==> images/wires.png <==
Scale: 3 px per um. Two of the layers only.
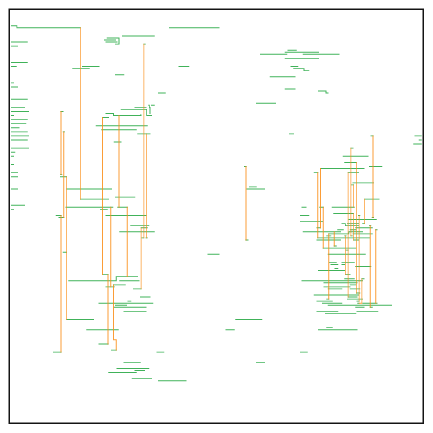
==> images/layer_met4.png <==
Scale: 3 px per um. Supply wires on this layer in grey.
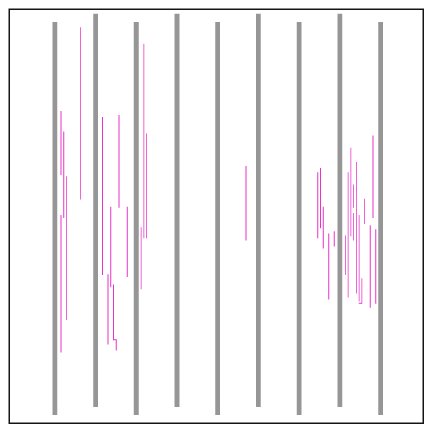
==> images/flops_by_reg.png <==
Scale: 3 px per um.
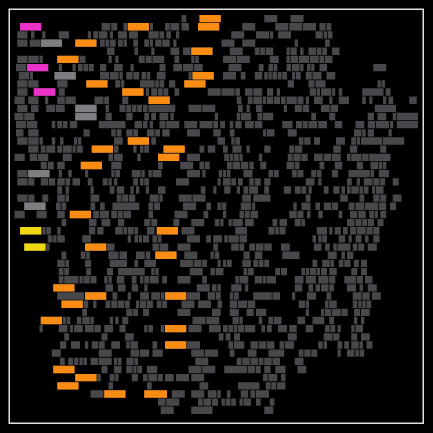
==> images/congestion.png <==
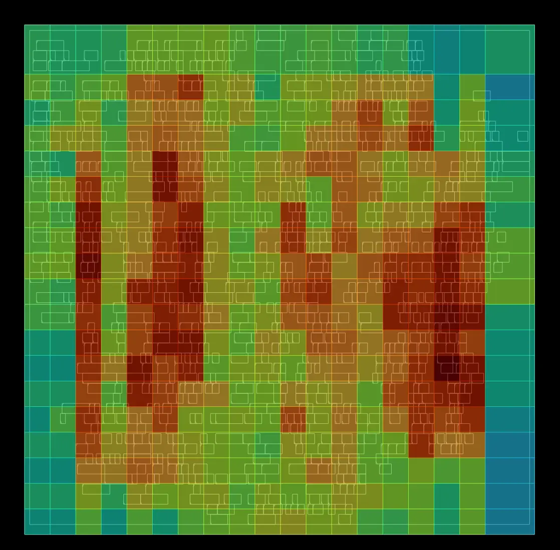
**src/rtl/ctrl_pkg.sv**
```systemverilog
// ctrl_pkg: shared state, mode and error encodings for the matrix calculator controller
package ctrl_pkg;
    typedef enum logic [2:0] {
        S_IDLE     = 3'd0,
        S_INPUT    = 3'd1,
        S_GEN      = 3'd2,
        S_DISPLAY  = 3'd3,
        S_CALC_SEL = 3'd4,
        S_CALC_RUN = 3'd5,
        S_ERROR    = 3'd6
    } state_t;
    localparam logic [2:0] MODE_INPUT   = 3'd0;
    localparam logic [2:0] MODE_GEN     = 3'd1;
    localparam logic [2:0] MODE_DISPLAY = 3'd2;
    localparam logic [2:0] MODE_CALC    = 3'd3;
    localparam logic [1:0] ERR_NONE     = 2'd0;
    localparam logic [1:0] ERR_ILLEGAL  = 2'd1;
    localparam logic [1:0] ERR_WDOG     = 2'd2;
endpackage

```
**src/rtl/main_ctrl_fsm_if.sv**
```systemverilog
// main_ctrl_fsm_if: user inputs, sub-unit handshakes and status outputs of the controller
interface main_ctrl_fsm_if #(parameter int OP_W = 3);
    logic [2:0]      mode_select;
    logic [OP_W-1:0] op_select;
    logic            confirm_btn;
    logic            back_btn;
    logic            op_legal;
    logic            sub_done;
    logic            op_done;
    logic [2:0]      state_out;
    logic [OP_W-1:0] op_type;
    logic            input_en;
    logic            gen_en;
    logic            display_en;
    logic            calc_start;
    logic            busy;
    logic [1:0]      err_code;
    logic [3:0]      err_countdown;
    modport master (
        input  mode_select, op_select, confirm_btn, back_btn, op_legal, sub_done, op_done,
        output state_out, op_type, input_en, gen_en, display_en, calc_start, busy, err_code, err_countdown
    );
    modport slave (
        output mode_select, op_select, confirm_btn, back_btn, op_legal, sub_done, op_done,
        input  state_out, op_type, input_en, gen_en, display_en, calc_start, busy, err_code, err_countdown
    );
endinterface

```
**src/rtl/btn_edge.sv**
```systemverilog
// btn_edge: one-cycle press event on the rising edge of a debounced button level
module btn_edge (
    input  logic clk,
    input  logic rst_n,
    input  logic btn_i,
    output logic press_o
);
    logic btn_q;
    // remember last cycle's level so a held button yields a single event
    always_ff @(posedge clk) begin
        if (!rst_n) btn_q <= 1'b0;
        else        btn_q <= btn_i;
    end
    assign press_o = btn_i & ~btn_q;
endmodule

```
**src/rtl/main_ctrl_fsm.sv**
```systemverilog
// main_ctrl_fsm: top-level mode sequencer with op legality check, watchdog and timed error state
module main_ctrl_fsm
    import ctrl_pkg::*;
#(
    parameter int OP_W         = 3,
    parameter int ERR_CYCLES   = 500_000_000,
    parameter int CALC_TIMEOUT = 1_000_000,
    parameter int CNT_W        = 32
) (
    input logic             clk,
    input logic             rst_n,
    main_ctrl_fsm_if.master bus
);
    localparam logic [CNT_W-1:0] ERR_LOAD = CNT_W'(ERR_CYCLES - 1);
    localparam logic [CNT_W-1:0] TO_LAST  = CNT_W'(CALC_TIMEOUT - 1);
    state_t           state_q, state_d;
    logic [CNT_W-1:0] cnt_q, cnt_d;
    logic [OP_W-1:0]  op_type_q, op_type_d;
    logic [1:0]       err_q, err_d;
    logic             start_q, start_d;
    logic             conf_p, back_p;
    logic [3:0]       cd;
    btn_edge u_conf (.clk(clk), .rst_n(rst_n), .btn_i(bus.confirm_btn), .press_o(conf_p));
    btn_edge u_back (.clk(clk), .rst_n(rst_n), .btn_i(bus.back_btn),    .press_o(back_p));
    // state, shared run/error counter, latched op and error code
    always_ff @(posedge clk) begin
        if (!rst_n) begin
            state_q   <= S_IDLE;
            cnt_q     <= '0;
            op_type_q <= '0;
            err_q     <= ERR_NONE;
            start_q   <= 1'b0;
        end else begin
            state_q   <= state_d;
            cnt_q     <= cnt_d;
            op_type_q <= op_type_d;
            err_q     <= err_d;
            start_q   <= start_d;
        end
    end
    // next-state: counter counts up in CALC_RUN and down in ERROR
    always_comb begin
        state_d   = state_q;
        cnt_d     = cnt_q;
        op_type_d = op_type_q;
        err_d     = err_q;
        start_d   = 1'b0;
        case (state_q)
            S_IDLE: begin
                if (conf_p) begin
                    case (bus.mode_select)
                        MODE_INPUT:   state_d = S_INPUT;
                        MODE_GEN:     state_d = S_GEN;
                        MODE_DISPLAY: state_d = S_DISPLAY;
                        MODE_CALC:    state_d = S_CALC_SEL;
                        default:      state_d = S_IDLE;
                    endcase
                end
            end
            S_INPUT, S_GEN, S_DISPLAY: begin
                if (bus.sub_done || back_p) state_d = S_IDLE;
            end
            S_CALC_SEL: begin
                if (back_p) begin
                    state_d = S_IDLE;
                end else if (conf_p && bus.op_legal) begin
                    op_type_d = bus.op_select;
                    start_d   = 1'b1;
                    cnt_d     = '0;
                    state_d   = S_CALC_RUN;
                end else if (conf_p) begin
                    err_d   = ERR_ILLEGAL;
                    cnt_d   = ERR_LOAD;
                    state_d = S_ERROR;
                end
            end
            S_CALC_RUN: begin
                cnt_d = cnt_q + 1'b1;
                if (bus.op_done) begin
                    err_d   = ERR_NONE;
                    cnt_d   = '0;
                    state_d = S_IDLE;
                end else if (cnt_q == TO_LAST) begin
                    err_d   = ERR_WDOG;
                    cnt_d   = ERR_LOAD;
                    state_d = S_ERROR;
                end
            end
            S_ERROR: begin
                cnt_d = cnt_q - 1'b1;
                if (back_p || cnt_q == '0) begin
                    state_d = (!back_p && err_q == ERR_ILLEGAL) ? S_CALC_SEL : S_IDLE;
                    err_d   = ERR_NONE;
                    cnt_d   = '0;
                end
            end
            default: state_d = S_IDLE;
        endcase
    end
    // ceil(cnt*10/ERR_CYCLES) as a count of tenths thresholds already exceeded
    always_comb begin
        cd = '0;
        for (int k = 0; k < 10; k++)
            cd = cd + ((64'(cnt_q) * 64'd10 > 64'(k) * 64'(ERR_CYCLES)) ? 4'd1 : 4'd0);
    end
    assign bus.state_out     = state_q;
    assign bus.op_type       = op_type_q;
    assign bus.input_en      = state_q == S_INPUT;
    assign bus.gen_en        = state_q == S_GEN;
    assign bus.display_en    = state_q == S_DISPLAY;
    assign bus.calc_start    = start_q;
    assign bus.busy          = state_q == S_CALC_RUN;
    assign bus.err_code      = err_q;
    assign bus.err_countdown = (state_q == S_ERROR) ? cd : 4'd0;
endmodule

```
**src/flat_wrapper.sv**
```systemverilog
// flat-port wrapper written by rule: the top's interface ports become plain ports
module main_ctrl_fsm_flat import ctrl_pkg::*;
#(
    parameter int OP_W         = 3,
    parameter int ERR_CYCLES   = 500_000_000,
    parameter int CALC_TIMEOUT = 1_000_000,
    parameter int CNT_W        = 32
)
  (clk, rst_n, bus_mode_select, bus_op_select, bus_confirm_btn, bus_back_btn, bus_op_legal, bus_sub_done, bus_op_done, bus_state_out, bus_op_type, bus_input_en, bus_gen_en, bus_display_en, bus_calc_start, bus_busy, bus_err_code, bus_err_countdown);
  main_ctrl_fsm_if #(.OP_W(OP_W)) bus_i ();
  input logic clk;
  input logic rst_n;
  input wire logic [$bits(bus_i.mode_select)-1:0] bus_mode_select;
  input wire logic [$bits(bus_i.op_select)-1:0] bus_op_select;
  input wire logic [$bits(bus_i.confirm_btn)-1:0] bus_confirm_btn;
  input wire logic [$bits(bus_i.back_btn)-1:0] bus_back_btn;
  input wire logic [$bits(bus_i.op_legal)-1:0] bus_op_legal;
  input wire logic [$bits(bus_i.sub_done)-1:0] bus_sub_done;
  input wire logic [$bits(bus_i.op_done)-1:0] bus_op_done;
  output wire logic [$bits(bus_i.state_out)-1:0] bus_state_out;
  output wire logic [$bits(bus_i.op_type)-1:0] bus_op_type;
  output wire logic [$bits(bus_i.input_en)-1:0] bus_input_en;
  output wire logic [$bits(bus_i.gen_en)-1:0] bus_gen_en;
  output wire logic [$bits(bus_i.display_en)-1:0] bus_display_en;
  output wire logic [$bits(bus_i.calc_start)-1:0] bus_calc_start;
  output wire logic [$bits(bus_i.busy)-1:0] bus_busy;
  output wire logic [$bits(bus_i.err_code)-1:0] bus_err_code;
  output wire logic [$bits(bus_i.err_countdown)-1:0] bus_err_countdown;
  assign bus_i.mode_select = bus_mode_select;
  assign bus_i.op_select = bus_op_select;
  assign bus_i.confirm_btn = bus_confirm_btn;
  assign bus_i.back_btn = bus_back_btn;
  assign bus_i.op_legal = bus_op_legal;
  assign bus_i.sub_done = bus_sub_done;
  assign bus_i.op_done = bus_op_done;
  assign bus_state_out = bus_i.state_out;
  assign bus_op_type = bus_i.op_type;
  assign bus_input_en = bus_i.input_en;
  assign bus_gen_en = bus_i.gen_en;
  assign bus_display_en = bus_i.display_en;
  assign bus_calc_start = bus_i.calc_start;
  assign bus_busy = bus_i.busy;
  assign bus_err_code = bus_i.err_code;
  assign bus_err_countdown = bus_i.err_countdown;
  main_ctrl_fsm #(.OP_W(OP_W), .ERR_CYCLES(ERR_CYCLES), .CALC_TIMEOUT(CALC_TIMEOUT), .CNT_W(CNT_W)) u_core (.clk(clk), .rst_n(rst_n), .bus(bus_i));
endmodule
```
**config.mk**
```make
export PLATFORM = sky130hd
export DESIGN_NAME = main_ctrl_fsm_flat
export DESIGN_NICKNAME = d
export VERILOG_FILES = /design/src/rtl/ctrl_pkg.sv /design/src/rtl/main_ctrl_fsm_if.sv /design/src/rtl/btn_edge.sv /design/src/rtl/main_ctrl_fsm.sv /design/src/flat_wrapper.sv
export SDC_FILE = /design/constraint.sdc
export NUM_CORES = 1
export LEC_CHECK = 0
export CAP_MARGIN = 0
export CORE_MARGIN = 1
export CORE_UTILIZATION = 39
export CTS_CLUSTER_DIAMETER = 150
export CTS_CLUSTER_SIZE = 14
export DETAILED_ROUTE_END_ITERATION = 8
export GPL_ROUTABILITY_DRIVEN = 1
export PLACE_DENSITY_LB_ADDON = 0.12
export SYNTH_ARGS = -nofsm -noshare
export SYNTH_HDL_FRONTEND = slang
export SYNTH_SLANG_ARGS = --single-unit
```
**constraint.sdc**
```tcl
create_clock -name clk -period 9.5 [get_ports clk]
set_clock_uncertainty 0.05 [all_clocks]
set_input_delay 1.9 -clock clk [delete_from_list [all_inputs] [get_ports clk]]
set_output_delay 1.9 -clock clk [all_outputs]
set_load 0.05 [all_outputs]
```
==> results_slide.txt <==
Physical Implementation Snapshot

Final timing
  • Worst slew pin tran: 0.9640 ns
  • Final TNS setup: 0 ns
  • Max frequency: 0.1090 GHz
  • Worst rel slew slack: 35.73%

CTS
  • CTS hold repair buffers: 0
  • Max Root-Sink Buffers: 2
  • Setup repair bufs after CTS: 0

Layout
  • Inverters: 24
  • Max FFs per register: 32
  • #MultiIn Comb: 883
  • Combinational gate area: 5901 sq um
  • Clock-cell share: 2.069%

Worst setup path
  • R2r endpoint: u_core.bus.state_out[0]
  • Reg2reg setup slack: 5.65 ns
  • Worst Path Max Fanout: 8
  • Critical path origin: u_core.cnt_q[1]
  • CP required: 7.55 ns
  • Worst Path Arrival: 7.22 ns

Pwr
  • Switching Power: 0.6387 mW
  • Peak supply drop: 0.0001529 V
  • Internal power: 0.5933 mW
  • Power Dens Cells: 159.2 nW/um^2

Placement
  • Port bufs: 29
  • Cells after DPL: 1,226
  • Hpwl dp: 18,330 um

Synthesis
  • Distinct lib cells used: 88
  • Number of enable flip-flop cells: 0
  • Top FF cell, synth: dfxtp_1
  • Post-synth regs: 43
  • Top cells, area: dfxtp_1 12%, ha_1 11%, a21oi_1 5.5%

Hold path
  • Hold EP: u_core.bus.op_type[1]
  • Hold Crit Class: reg -> reg

Detailed routing
  • Met2 Wirelength: 11,330 um
  • WL met3: 975 um
  • Via density: 6.536
  • WL met1: 10,950 um
  • DRC violations left: 0

Run
  • Max-cap violations: 0

Floorplanning
  • I/O Pins: 30

Run status
  • Outcome: finished clean

GRT
  • First-pass GRT wire length: 38,840 um
-- wires.png (at the start) --
- green: metal 3 (wire length 975 um)
- orange: metal 4 (wire length 872 um)

-- layer_met4.png (at the start) --
- wire length on this layer: 872 um
- nets with wire on the layer: 30
- main direction: vertical
Via Count: 8,065
final WL: 24,130 um

-- flops_by_reg.png (at the start) --
- yellow: u_core.bus.err_code (flops 2)
- orange: u_core.cnt_q (flops 32)
- magenta: u_core.bus.op_type (flops 3)
P_seq: 0.240 mW
Reg area: 862.1 sq um
Seq area share: 11.14%

-- congestion.png (at the start) --
gr busiest metal: met2
WL/cell: 19.56 um
met1 usage: 34.64%
GRT Resource Usage Total: 25.76%
met3 track demand over resource: 1.472%

Power figures rest on the tool's default switching activity, not on a simulated workload.
